--- config.mk ---
export PLATFORM = sky130hd
export DESIGN_NAME = result_drain_flat
export DESIGN_NICKNAME = d
export VERILOG_FILES = /design/src/rtl/result_drain.sv /design/src/rtl/result_drain_if.sv /design/src/flat_wrapper.sv
export SDC_FILE = /design/constraint.sdc
export NUM_CORES = 1
export LEC_CHECK = 0
export ABC_CLOCK_PERIOD_IN_PS = 2300
export CORE_MARGIN = 4
export CORE_UTILIZATION = 46
export CTS_CLUSTER_DIAMETER = 100
export CTS_CLUSTER_SIZE = 30
export DETAILED_ROUTE_END_ITERATION = 7
export GPL_ROUTABILITY_DRIVEN = 0
export GPL_TIMING_DRIVEN = 0
export PLACE_DENSITY_LB_ADDON = 0.2
export SYNTH_ARGS = -nofsm -noshare
export SYNTH_HDL_FRONTEND = slang
export SYNTH_SLANG_ARGS = --single-unit
--- constraint.sdc ---
create_clock -name clk_i -period 2.3 [get_ports clk_i]
set_input_delay 0.69 -clock clk_i [delete_from_list [all_inputs] [get_ports clk_i]]
set_output_delay 0.69 -clock clk_i [all_outputs]
set_load 0.05 [all_outputs]
--- src/rtl/result_drain.sv ---
// Drains an inclusive, wrapping SRAM address range into a valid/ready beat stream
// through a 2-entry FIFO, issuing reads only when a free slot is guaranteed.
package calculator_pkg;
  parameter int ADDR_W        = 9;
  parameter int MEM_WORD_SIZE = 64;
endpackage

module result_drain
  import calculator_pkg::*;
(
  input  logic          clk_i,
  input  logic          rst_i,
  result_drain_if.slave bus
);

  typedef enum logic [1:0] {
    IDLE  = 2'd0,
    READ  = 2'd1,
    FLUSH = 2'd2
  } state_t;

  state_t state, state_nxt;

  logic [ADDR_W-1:0]        addr_p0;
  logic [ADDR_W-1:0]        end_addr;
  logic                     rd_en_p0;
  logic                     last_p0;
  logic                     vld_p1;
  logic                     last_p1;

  logic [MEM_WORD_SIZE-1:0] fifo_data [2];
  logic                     fifo_last [2];
  logic [1:0]               fifo_count;
  logic                     wr_ptr;
  logic                     rd_ptr;
  logic [2:0]               occ;
  logic                     push;
  logic                     pop;
  logic                     head_last;
  logic                     m_valid;
  logic                     done;

  function automatic logic [ADDR_W-1:0] addr_inc(input logic [ADDR_W-1:0] a);
    return a + ADDR_W'(1);
  endfunction

  assign m_valid   = (fifo_count != 2'd0);
  assign head_last = fifo_last[rd_ptr];
  assign pop       = m_valid && bus.m_ready_i;
  assign push      = vld_p1;
  // Slots already owed: buffered words plus the read whose data lands this cycle.
  assign occ       = {1'b0, fifo_count} + {2'b00, vld_p1};

  always_comb begin
    state_nxt = state;
    rd_en_p0  = 1'b0;
    last_p0   = 1'b0;
    case (state)
      IDLE: begin
        if (bus.start_i) state_nxt = READ;
      end
      READ: begin
        rd_en_p0 = (occ < 3'd2) || pop;
        last_p0  = rd_en_p0 && (addr_p0 == end_addr);
        if (last_p0) state_nxt = FLUSH;
      end
      FLUSH: begin
        if (pop && head_last) state_nxt = IDLE;
      end
      default: state_nxt = IDLE;
    endcase
  end

  always_ff @(posedge clk_i or negedge rst_i) begin
    if (!rst_i) begin
      state    <= IDLE;
      addr_p0  <= '0;
      end_addr <= '0;
      done     <= 1'b0;
    end else begin
      state <= state_nxt;
      done  <= (state == FLUSH) && pop && head_last;
      if (state == IDLE && bus.start_i) begin
        addr_p0  <= bus.start_addr_i;
        end_addr <= bus.end_addr_i;
      end else if (rd_en_p0) begin
        addr_p0 <= addr_inc(addr_p0);
      end
    end
  end

  // Stage p1: read data returns one cycle after rd_en and is pushed on this edge.
  always_ff @(posedge clk_i or negedge rst_i) begin
    if (!rst_i) begin
      vld_p1  <= 1'b0;
      last_p1 <= 1'b0;
    end else begin
      vld_p1  <= rd_en_p0;
      last_p1 <= last_p0;
    end
  end

  always_ff @(posedge clk_i or negedge rst_i) begin
    if (!rst_i) begin
      for (int i = 0; i < 2; i++) begin
        fifo_data[i] <= '0;
        fifo_last[i] <= 1'b0;
      end
      wr_ptr     <= 1'b0;
      rd_ptr     <= 1'b0;
      fifo_count <= 2'd0;
    end else begin
      if (push) begin
        fifo_data[wr_ptr] <= bus.rd_data_i;
        fifo_last[wr_ptr] <= last_p1;
        wr_ptr            <= ~wr_ptr;
      end
      if (pop) rd_ptr <= ~rd_ptr;
      case ({push, pop})
        2'b10:   fifo_count <= fifo_count + 2'd1;
        2'b01:   fifo_count <= fifo_count - 2'd1;
        default: fifo_count <= fifo_count;
      endcase
    end
  end

  assign bus.rd_en_o   = rd_en_p0;
  assign bus.rd_addr_o = addr_p0;
  assign bus.m_valid_o = m_valid;
  assign bus.m_data_o  = fifo_data[rd_ptr];
  assign bus.m_last_o  = m_valid && head_last;
  assign bus.busy_o    = (state == READ) || (state == FLUSH);
  assign bus.done_o    = done;

endmodule

--- src/rtl/result_drain_if.sv ---
// Handshake bundle for result_drain: drain request, SRAM read port and output beat stream.
// slave is the drain engine's view; master is the surrounding system's view.
interface result_drain_if #(
  parameter int ADDR_W        = 9,
  parameter int MEM_WORD_SIZE = 64
);
  logic                     start_i;
  logic [ADDR_W-1:0]        start_addr_i;
  logic [ADDR_W-1:0]        end_addr_i;
  logic                     rd_en_o;
  logic [ADDR_W-1:0]        rd_addr_o;
  logic [MEM_WORD_SIZE-1:0] rd_data_i;
  logic                     m_valid_o;
  logic                     m_ready_i;
  logic [MEM_WORD_SIZE-1:0] m_data_o;
  logic                     m_last_o;
  logic                     busy_o;
  logic                     done_o;

  modport slave (
    input  start_i, start_addr_i, end_addr_i, rd_data_i, m_ready_i,
    output rd_en_o, rd_addr_o, m_valid_o, m_data_o, m_last_o, busy_o, done_o
  );

  modport master (
    output start_i, start_addr_i, end_addr_i, rd_data_i, m_ready_i,
    input  rd_en_o, rd_addr_o, m_valid_o, m_data_o, m_last_o, busy_o, done_o
  );
endinterface

--- src/flat_wrapper.sv ---
// flat-port wrapper written by rule: the top's interface ports become plain ports
module result_drain_flat import calculator_pkg::*;
  (clk_i, rst_i, bus_start_i, bus_start_addr_i, bus_end_addr_i, bus_rd_data_i, bus_m_ready_i, bus_rd_en_o, bus_rd_addr_o, bus_m_valid_o, bus_m_data_o, bus_m_last_o, bus_busy_o, bus_done_o);
  result_drain_if #(.ADDR_W(9), .MEM_WORD_SIZE(64)) bus_i ();
  input  logic clk_i;
  input  logic rst_i;
  input wire logic [$bits(bus_i.start_i)-1:0] bus_start_i;
  input wire logic [$bits(bus_i.start_addr_i)-1:0] bus_start_addr_i;
  input wire logic [$bits(bus_i.end_addr_i)-1:0] bus_end_addr_i;
  input wire logic [$bits(bus_i.rd_data_i)-1:0] bus_rd_data_i;
  input wire logic [$bits(bus_i.m_ready_i)-1:0] bus_m_ready_i;
  output wire logic [$bits(bus_i.rd_en_o)-1:0] bus_rd_en_o;
  output wire logic [$bits(bus_i.rd_addr_o)-1:0] bus_rd_addr_o;
  output wire logic [$bits(bus_i.m_valid_o)-1:0] bus_m_valid_o;
  output wire logic [$bits(bus_i.m_data_o)-1:0] bus_m_data_o;
  output wire logic [$bits(bus_i.m_last_o)-1:0] bus_m_last_o;
  output wire logic [$bits(bus_i.busy_o)-1:0] bus_busy_o;
  output wire logic [$bits(bus_i.done_o)-1:0] bus_done_o;
  assign bus_i.start_i = bus_start_i;
  assign bus_i.start_addr_i = bus_start_addr_i;
  assign bus_i.end_addr_i = bus_end_addr_i;
  assign bus_i.rd_data_i = bus_rd_data_i;
  assign bus_i.m_ready_i = bus_m_ready_i;
  assign bus_rd_en_o = bus_i.rd_en_o;
  assign bus_rd_addr_o = bus_i.rd_addr_o;
  assign bus_m_valid_o = bus_i.m_valid_o;
  assign bus_m_data_o = bus_i.m_data_o;
  assign bus_m_last_o = bus_i.m_last_o;
  assign bus_busy_o = bus_i.busy_o;
  assign bus_done_o = bus_i.done_o;
  result_drain u_core (.clk_i(clk_i), .rst_i(rst_i), .bus(bus_i));
endmodule
**Cell sizes after repair**

Scale bar: 50 um.
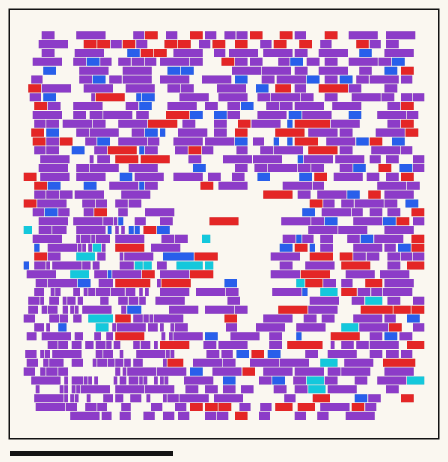
| colour | size | cells |
|---|---|---|
| cyan | x3 and x4 | 19 |
| blue | x2 | 80 |
| red | x6 and larger | 101 |
| purple | x1 and smaller | 501 |
Layout Cell Area excl Fill: 0.009826 sq mm
count of buffers not belonging to the clock network in the layout: 196
slack of the critical path: -0.02248 ns
Layout area overhead: 39.98%

**Clock network drawn from the DEF**

Scale bar: 50 um.
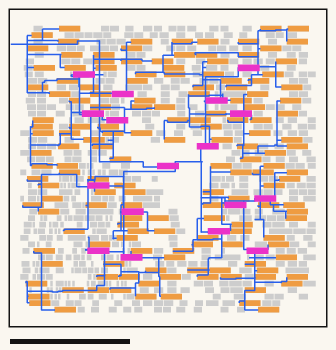
[magenta] clock-net drivers | count: 17
[blue] clock wires | length: 1,870 um
[orange] flip-flops | count: 157
routed clock nets: 18
flops lie: widely spread
clock latency reported for the late side of the worst-skew pair: 0.42 ns
maximum clock skew at final layout: 0.007571 ns

**Clock routing**

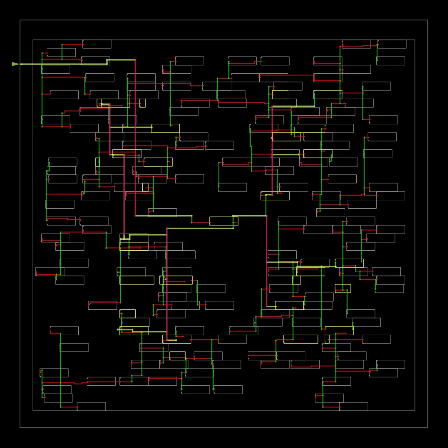
count of clock buffers in the final design: 25
Seq Cell Count: 157
number of buffers inserted during clock tree synthesis: 17
clock sink count: 157

==> impl_metrics.csv <==
group,metric,value,unit
global_route,grt-busiest-layer,"met2",
worst_setup_path,path_common_cell,"sky130_fd_sc_hd__buf_12",
synthesis,synth.yosys.num_cells,500,
worst_setup_path,critical_path.reg2reg.endpoint,"u_core.bus.rd_addr_o[8]$_DFFE_PN0P_",
global_route,globalRoute.totalOverflow,0,
outcome,run_status,"finished with violations",
sta,timing.final.ws_setup,-0.02248,ns
floorplanning,dieWidth,131.5,um
floorplanning,die_height,131.5,um
synthesis,postSynthNetCount,592,
drt,first_pass_iteration_count_of_the_detailed_router,4,
final_layout,inverters,9,
worst_setup_path,worstPathCellList,"buf_12 -> buf_12 -> mux2_2 -> buf_6",
synthesis,synth.largest_area_cell,"sky130_fd_sc_hd__dfrtp_1",
worst_setup_path,r2r-start,"u_core.state[1]$_DFFE_PN0P_",
global_route,via_count_of_the_first_global_routing_pass,5179,
final_layout,multi_input_comb_area,0.002978,sq mm
run,drv_cap,0,
outcome,violations,"setup timing",
place,post-place-cells,847,
sta,finalSetupViolCount,33,
global_route,groute.layer.met1.usage,23.28,%
==> cells in the final DEF (no fill, tap or decap), types with 4 or more instances in the layout <==
cell type,count
sky130_fd_sc_hd__clkdlybuf4s50_1,83
sky130_fd_sc_hd__mux2_1,130
sky130_fd_sc_hd__xor2_1,6
sky130_fd_sc_hd__buf_4,6
sky130_fd_sc_hd__buf_6,61
sky130_fd_sc_hd__nand2_1,37
sky130_fd_sc_hd__buf_2,14
sky130_fd_sc_hd__buf_8,8
sky130_fd_sc_hd__mux2_2,57
sky130_fd_sc_hd__dfrtp_1,156
sky130_fd_sc_hd__ha_1,6
sky130_fd_sc_hd__clkbuf_16,17
sky130_fd_sc_hd__mux2_4,7
sky130_fd_sc_hd__o21ai_1,5
sky130_fd_sc_hd__dlygate4sd2_1,9
sky130_fd_sc_hd__o211ai_1,5
sky130_fd_sc_hd__nor2_1,7
sky130_fd_sc_hd__inv_1,7
sky130_fd_sc_hd__clkbuf_8,4
sky130_fd_sc_hd__xnor2_1,12
sky130_fd_sc_hd__buf_12,6
sky130_fd_sc_hd__clkbuf_1,8
==> flip-flops by register name (all words and copies together) (netlist names), 2 cells and up <==
signal / flops
u_core.fifo_data: 128
u_core.state: 2
u_core.bus.rd_addr_o: 9
u_core.fifo_count: 2
u_core.end_addr: 9
u_core.fifo_last: 2
==> critical path: cells and delay by family, from the launching register on <==
kind / cells / cell delay [ns]
mux: 1 / 0.35
flops: 1 / 0.39
buf+inv: 3 / 0.46
==> metrics by stage <==
stage	setup slack (ns)
after CTS	-0.1440
after detailed placement	-0.7253
final	-0.02248
after global routing	-0.07028
after global placement	-5.494
after floorplan	0.2345
